`config.mk`:
```
export PLATFORM = sky130hd
export DESIGN_NAME = log_arbiter
export DESIGN_NICKNAME = d
export VERILOG_FILES = /design/src/rtl/log_pkg.sv /design/src/rtl/log_fifo.sv /design/src/rtl/log_arbiter.sv
export SDC_FILE = /design/constraint.sdc
export NUM_CORES = 1
export LEC_CHECK = 0
export ABC_AREA = 0
export CORE_UTILIZATION = 39
export DETAILED_ROUTE_END_ITERATION = 12
export SYNTH_ARGS = -nofsm -noshare
export SYNTH_HDL_FRONTEND = slang
export SYNTH_SLANG_ARGS = --single-unit
```
`constraint.sdc`:
```
create_clock -name clk -period 20 [get_ports clk]
set_input_delay 4 -clock clk [delete_from_list [all_inputs] [get_ports clk]]
set_output_delay 4 -clock clk [all_outputs]
set_load 0.05 [all_outputs]
```
`src/rtl/log_pkg.sv`:
```
// Shared definitions for the log arbiter: entry layout, field offsets and FSM states.
package log_pkg;

  localparam int unsigned NDT_FIXED_W = 32;

  // Flag bits + host data + ndt, where ndt is the tag plus a fixed 32-bit descriptor.
  function automatic int unsigned log_entry_width(input int unsigned data_w,
                                                  input int unsigned tag_w);
    return 4 + data_w + tag_w + NDT_FIXED_W;
  endfunction

  localparam int unsigned LOG_ENTRY_W = log_entry_width(32, 8);

  localparam int unsigned PARITY_BIT     = 75;
  localparam int unsigned HOST_READY_BIT = 74;
  localparam int unsigned NET_READY_BIT  = 73;
  localparam int unsigned NET_ACK_BIT    = 72;
  localparam int unsigned HOST_DATA_HI   = 71;
  localparam int unsigned HOST_DATA_LO   = 40;
  localparam int unsigned NDT_HI         = 39;
  localparam int unsigned NDT_LO         = 0;

  typedef enum logic {
    RUN   = 1'b0,
    FLUSH = 1'b1
  } state_t;

endpackage

```
`src/rtl/log_fifo.sv`:
```
// Circular-buffer FIFO with a registered head entry, occupancy count and synchronous clear.
module log_fifo #(
  parameter int unsigned DEPTH = 16,
  parameter int unsigned WIDTH = 76
) (
  input  logic                       clk,
  input  logic                       reset,
  input  logic                       i_clear,
  input  logic                       i_push,
  input  logic [WIDTH-1:0]           i_din,
  input  logic                       i_pop,
  output logic                       o_valid,
  output logic [WIDTH-1:0]           o_entry,
  output logic [$clog2(DEPTH):0]     o_count,
  output logic                       o_full
);

  localparam int unsigned AW = $clog2(DEPTH);
  localparam int unsigned CW = AW + 1;

  logic [WIDTH-1:0] r_mem [DEPTH];
  logic [AW-1:0]    r_wr_ptr;
  logic [AW-1:0]    r_rd_ptr;
  logic [CW-1:0]    r_count;
  logic [WIDTH-1:0] r_head;
  logic             r_head_valid;

  logic             w_push;
  logic             w_pop;
  logic [AW-1:0]    w_rd_next;
  logic [CW-1:0]    w_count_next;
  logic             w_bypass;
  logic [WIDTH-1:0] w_head_next;

  assign o_full       = (r_count == CW'(DEPTH));
  assign w_push       = i_push && !i_clear && !o_full;
  assign w_pop        = i_pop && r_head_valid && !i_clear;
  assign w_rd_next    = r_rd_ptr + AW'(w_pop);
  assign w_count_next = r_count + CW'(w_push) - CW'(w_pop);

  // When the FIFO drains to empty in this cycle, the entry being written becomes the head.
  assign w_bypass    = w_push && (r_count == CW'(w_pop));
  assign w_head_next = w_bypass ? i_din : r_mem[w_rd_next];

  always_ff @(posedge clk) begin
    if (w_push) begin
      r_mem[r_wr_ptr] <= i_din;
    end
  end

  always_ff @(posedge clk or posedge reset) begin
    if (reset) begin
      r_wr_ptr     <= '0;
      r_rd_ptr     <= '0;
      r_count      <= '0;
      r_head       <= '0;
      r_head_valid <= 1'b0;
    end else if (i_clear) begin
      r_wr_ptr     <= '0;
      r_rd_ptr     <= '0;
      r_count      <= '0;
      r_head_valid <= 1'b0;
    end else begin
      if (w_push) begin
        r_wr_ptr <= r_wr_ptr + 1'b1;
      end
      r_rd_ptr     <= w_rd_next;
      r_count      <= w_count_next;
      r_head_valid <= (w_count_next != '0);
      if ((w_pop || !r_head_valid) && (w_count_next != '0)) begin
        r_head <= w_head_next;
      end
    end
  end

  assign o_valid = r_head_valid;
  assign o_entry = r_head;
  assign o_count = r_count;

endmodule

```
`src/rtl/log_arbiter.sv`:
```
// Two-port round-robin log arbiter feeding a FIFO, with flush and acceptance counter.
module log_arbiter
  import log_pkg::*;
#(
  parameter int unsigned DATA_SIZE = 32,
  parameter int unsigned TAG_SIZE  = 8,
  parameter int unsigned DEPTH     = 16
) (
  input  logic                                              clk,
  input  logic                                              reset,
  input  logic [1:0]                                        req_valid,
  input  logic [2*log_entry_width(DATA_SIZE, TAG_SIZE)-1:0] req_entry,
  output logic [1:0]                                        req_ready,
  input  logic                                              flush,
  output logic                                              out_valid,
  output logic [log_entry_width(DATA_SIZE, TAG_SIZE)-1:0]   out_entry,
  input  logic                                              out_ready,
  output logic [$clog2(DEPTH):0]                            count,
  output logic [15:0]                                       accepted
);

  localparam int unsigned EW = log_entry_width(DATA_SIZE, TAG_SIZE);

  state_t        r_state;
  logic          r_last_grant;
  logic [15:0]   r_accepted;

  logic          w_full;
  logic          w_flush_now;
  logic [1:0]    w_grant;
  logic          w_push;
  logic          w_pop;
  logic [EW-1:0] w_din;

  assign w_flush_now = (r_state == RUN) && flush;

  // Grant depends only on request, history, fullness and state; never on out_ready.
  always_comb begin
    w_grant = 2'b00;
    if (!reset && (r_state == RUN) && !flush && !w_full) begin
      unique case (req_valid)
        2'b01:   w_grant = 2'b01;
        2'b10:   w_grant = 2'b10;
        2'b11:   w_grant = r_last_grant ? 2'b01 : 2'b10;
        default: w_grant = 2'b00;
      endcase
    end
  end

  assign req_ready = w_grant;
  assign w_push    = |w_grant;
  assign w_din     = w_grant[1] ? req_entry[2*EW-1:EW] : req_entry[EW-1:0];
  assign w_pop     = out_valid && out_ready;

  always_ff @(posedge clk or posedge reset) begin
    if (reset) begin
      r_state      <= RUN;
      r_last_grant <= 1'b1;
      r_accepted   <= '0;
    end else begin
      unique case (r_state)
        RUN:     r_state <= flush ? FLUSH : RUN;
        FLUSH:   r_state <= RUN;
        default: r_state <= RUN;
      endcase
      if (w_push) begin
        r_last_grant <= w_grant[1];
        if (r_accepted != '1) begin
          r_accepted <= r_accepted + 16'd1;
        end
      end
    end
  end

  assign accepted = r_accepted;

  log_fifo #(
    .DEPTH (DEPTH),
    .WIDTH (EW)
  ) u_fifo (
    .clk     (clk),
    .reset   (reset),
    .i_clear (w_flush_now),
    .i_push  (w_push),
    .i_din   (w_din),
    .i_pop   (w_pop),
    .o_valid (out_valid),
    .o_entry (out_entry),
    .o_count (count),
    .o_full  (w_full)
  );

endmodule
```
run_1/cell_classes.png
Bar = 100 um.
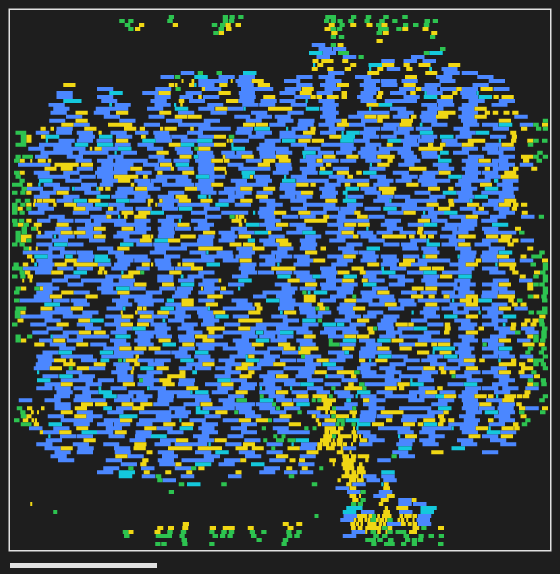
legend:
  blue:
    class: flip-flops
    cells: 1324
    share_of_their_area: 66%
  cyan:
    class: clock drivers and dummy loads
    cells: 258
    share_of_their_area: 7.4%
  yellow:
    class: all other logic
    cells: 873
    share_of_their_area: 21%
  green:
    class: other buffers and delay cells
    cells: 309
    share_of_their_area: 5.1%
design area: 61330 um^2
site row count: 133
Seq area share: 63.95%

run_1/clock_map.png
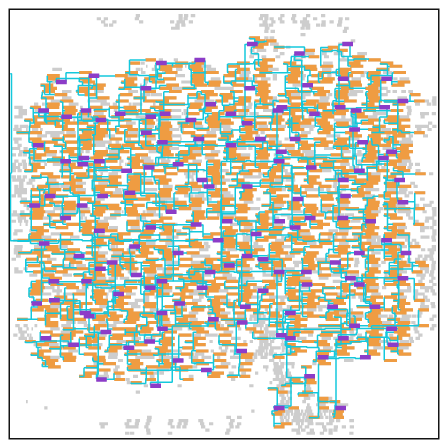
legend:
  orange:
    item: flip-flops
    count: 1324
  purple:
    item: cells driving clock nets
    count: 140
  cyan:
    item: clock wires
    length: 15100 um
routed clock nets: 141
Latency at later pin: 0.74 ns
Fin Clk Skew: 0.02194 ns

run_1/final_clocks.png
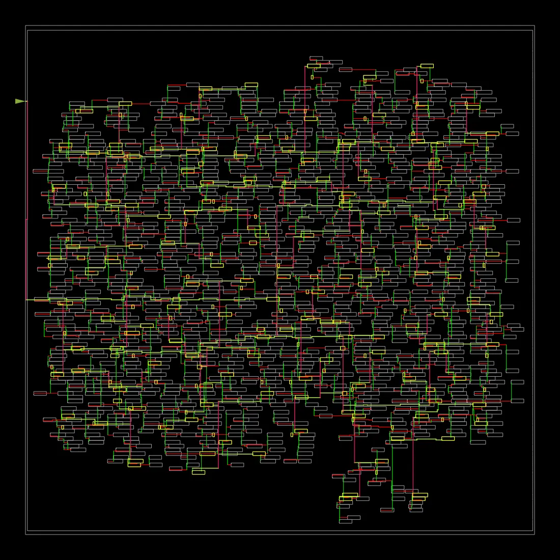
CLK BUF: 191
Clock Power: 0.00246 W
CTS Buf Count: 140
registers: 1324
Clock Sinks: 1324

run_1/drive_strength.png
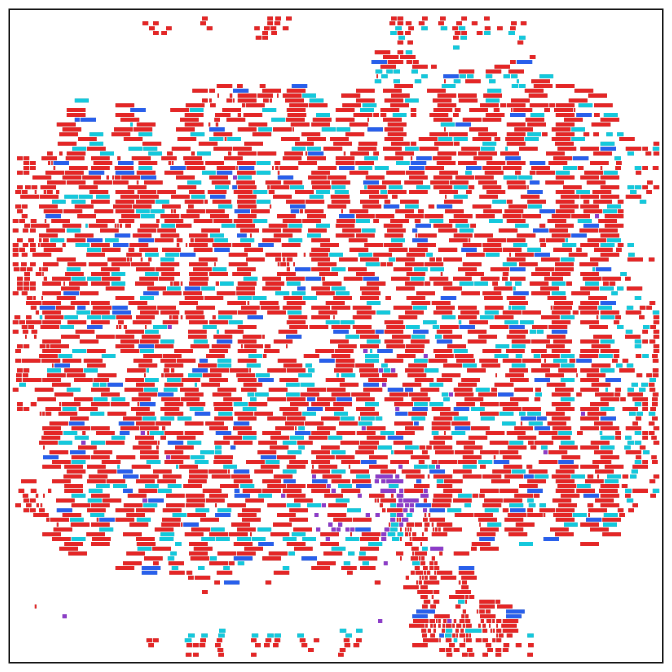
legend:
  purple:
    size: drive 3 to 4
    cells: 66
    share: 2.4%
    most_used: buf_4
  blue:
    size: drive 6 and up
    cells: 171
    share: 6.2%
    most_used: clkbuf_16
  red:
    size: drive 1 or less
    cells: 1997
    share: 72%
    most_used: edfxtp_1
  cyan:
    size: drive 2
    cells: 530
    share: 19%
    most_used: mux4_2
setup ws final: 9.615 ns
Non-clock buffers: 309
Area Overhead vs Synth: 17.44%

==> job_summary.md, run 1 <==
### Flow metrics

| Metric | Value |
|---|---|
| Status | completed |
| H-tree levels | 4 |
| P per Cell Area | ~130 nW/um^2 |
| Critical Path AT | 6.38 ns |
| Iteration-0 DRC Markers | 2230 |
| Reg2reg start | u_fifo.o_count[3] |
| Area after DPL | 56970 um^2 |
| Final WL | 125500 um |
| Internal power of the cells | 0.005701 W |
| Fin cells | 4519 |
| Register area | 39220 um^2 |
| F_max | 0.09630 GHz |
| Synth area leader | edfxtp_1 |
| CORE AREA | 132100 um^2 |
| Chip Area, Yosys | between 50000 and 60000 um^2 |
| Setup CP Type | input port to primary output |
| Yosys reg bits | 1324 |
| Vias per inst | between 5 and 6 |
| Die width | 367.9 um |
| Layout cell share with drive strength beyond 1 | 27.75% |
| CTS tree | yes |
| FILL cells | around 11000 |
| Hold_buf cts | 0 |
| Gpl congestion | 0.7521 |
| Die ar. | 135400 um^2 |
| CP Launch Point | reset |
| CTS max path bufs | 3 |
| Cell with the most instances after synthesis | edfxtp_1 |
| # diodes | 0 |
| Worst hold path stage count | 1 |
| Worst slack, placed | 9.633 ns |
| Most frequent cells after synthesis | edfxtp_1, mux4_2, mux2_2 |
| Worst Hold Slack | 0.4964 ns |
| Xor/xnor share | 0.3354% |
| Sw Share | between 20 and 30% |
| Worst Hold Path EP | u_fifo.o_entry[50] |
| Mapped Cells | 2321 |
| FP Core Util | between 30% and 40% |
| I/O Pins | 258 |
| MI comb area | 12380 um^2 |
| Crit path buffers/inverters | 4 |
| Clock-pin slew on the worst setup and hold paths | 0.06 ns |
| Hold WC Path Type | flop to flop |
| CTS root buffer | clkbuf_16 |
| Largest net degree at the start of global routing | 161 |
| Critical-path maximum fanout | 8 |
| CP Cell Sequence | clkdlybuf4s50_1 > nor3_1 > nand4_1 > buf_4 > inv_1 > clkdlybuf4s50_1 |
| CP required | 16.00 ns |
| Worst setup SP type | input port |
| Critical Path End Type | primary output |
| Distinct cells, synth | between 40 and 50 |
## run 1: power by group through the flow
stage	registers (W)	clock network (W)	logic, W
floorplan	0.00359	0	0.00149
global placement	0.00332	0	0.00233
detailed placement	0.00332	0	0.00236
CTS	0.00326	0.00251	0.00237
global route	0.00327	0.00262	0.00249
finish	0.00326	0.00246	0.00232
## run 1: layer usage
layer	track usage (%)	routed length, um	vias up
met5	0	12	-
met4	5.306	2722	2
met3	3.003	6358	174
met2	32.13	64520	768
met1	24.13	51910	13400
li1	-	-	10400
## run 1: final cells by class
type                            instances  share of cell area [%]
Sequential cell                      1324                   63.95
Multi-Input combinational cell        826                   20.19
Clock buffer                          191                   6.208
Timing Repair Buffer                  309                   4.872
Tap cell                             1755                   3.580
Clock inverter                         67                  0.9038
Inverter                               47                  0.2958
run_1/met1.png
Supply wires on this layer in gray.
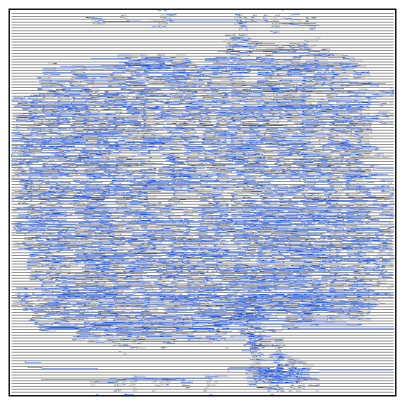

==> run 2: changes to the inputs <==
- clock period: 20 -> 8.4 ns (I/O delays scaled with it)
run_2/met1.png
Supply wires on this layer in gray.
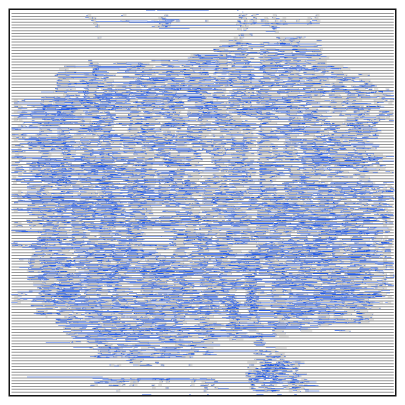
share of all routed wire: 41%
longest straight run: 128 um
main direction: horizontal
via count: 24840
met1 Use GR: 24.27%

run_2/cell_classes.png
Bar = 100 um.
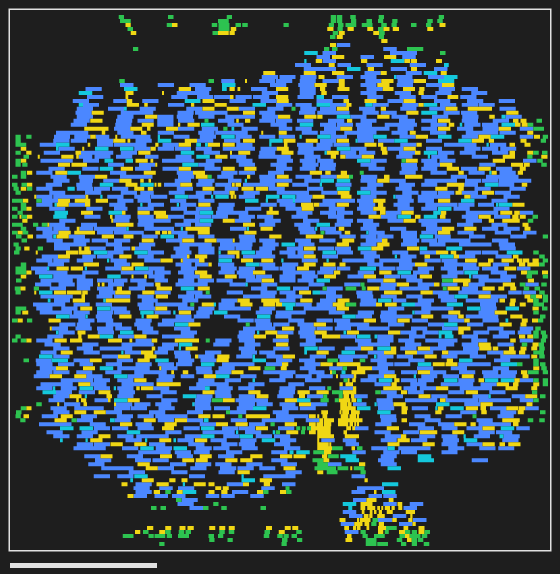
CORE AREA: 132100 um^2
design area: 61670 um^2
Seq area share: 63.60%
fin util: 46.67%

==> run 2 against run 1 <==
- cell area increased by 0.55%
- clock-buffer cell count grew 3
- worst setup slack worse by 7.0 ns
- synthesized cell count is the same
- clock power grew 150%
- die area did not move
- sequential power up 140%
==> job_summary.md, run 2 <==
### Flow metrics

| Metric | Value |
|---|---|
| Register area | 39220 um^2 (unchanged) |
| MI comb area | 12380 um^2 (unchanged) |
| Gpl congestion | 0.7400 (-1.6%) |
| Hold_buf cts | 0 (unchanged) |
| Area after DPL | 57140 um^2 (+0.31%) |
| CTS root buffer | clkbuf_16 |
| Worst slack, placed | 2.190 ns (-7.443 ns) |
| Worst Hold Path EP | u_fifo.o_entry[3] |
| Worst hold path stage count | 1 (unchanged) |
| Largest net degree at the start of global routing | 77 (-52%) |
| Pwr top | registers |
| Internal power of the cells | 0.01382 W (+140%) |
| Chip Area, Yosys | 52220 um^2 (unchanged) |
| Die width | 367.9 um (unchanged) |
| Area Overhead vs Synth | 18.09% |
| Layout cell share with drive strength beyond 1 | 28.13% (+0.38 points) |
| CP required | 6.72 ns (-9.28 ns) |
| ClkCell Share | 7.337% (+0.22 points) |
| H-tree levels | 4 (unchanged) |
| P per Cell Area | 314.3 nW/um^2 (+140%) |
| Fin cells | 4521 (+0.044%) |
| Cell with the most instances after synthesis | edfxtp_1 |
| Reg2reg start | u_fifo.o_count[2] |
| Status | completed |
| Setup CP Type | input port to primary output |
| Latency at later pin | 0.74 ns (about the same) |
| Flop+latch power | 0.00777 W (+140%) |
| Clock Sinks | 1324 (unchanged) |
| Critical Path End Type | primary output |
| Synth area leader | edfxtp_1 |
| Clock Power | 0.00604 W (+150%) |
| Site row count | 133 (unchanged) |
| Registers | 1324 (unchanged) |
| CTS max path bufs | 3 (unchanged) |
| Tapcell count | 1755 (unchanged) |
| Distinct cells, synth | 43 (unchanged) |
| Logic share of the area | 20.08% (-0.11 points) |
| Hold WC Path Type | flop to flop |
| Worst Hold Slack | 0.5024 ns (+0.006017 ns) |
| Clock-pin slew on the worst setup and hold paths | 0.06 ns (about the same) |
| FP Core Util | 39.52% (unchanged) |
| Crit path buffers/inverters | 4 (unchanged) |
| Fin Clk Skew | 0.02560 ns (+0.003654 ns) |
| I/O Pins | 258 (unchanged) |
==> run 2: worst max path at each step <==
| stage | start | to | slack, ns | cells past startpoint |
|---|---|---|---|---|
| after floorplan | reset | u_fifo.r_mem[0][0] | -1.79 | 4 |
| after global placement | flush | u_fifo.o_entry[43] | 2.30 | 10 |
| after detailed placement | flush | u_fifo.o_entry[29] | 2.19 | 10 |
| after CTS | reset | req_ready[1] | 2.57 | 6 |
| after global routing | reset | req_ready[1] | 2.46 | 6 |
| final | reset | req_ready[1] | 2.58 | 6 |
==> run 2: per-layer routing <==
metal | up-vias | track usage (%) | wire length, um
met5 | - | 0 | 0
met1 | 13500 | 24.27 | 51500
li1 | 10390 | - | -
met4 | 0 | 4.724 | 2321
met3 | 165 | 2.683 | 6486
met2 | 786 | 32.42 | 65050
No activity file was given, so power comes from the tool's default toggle rates.
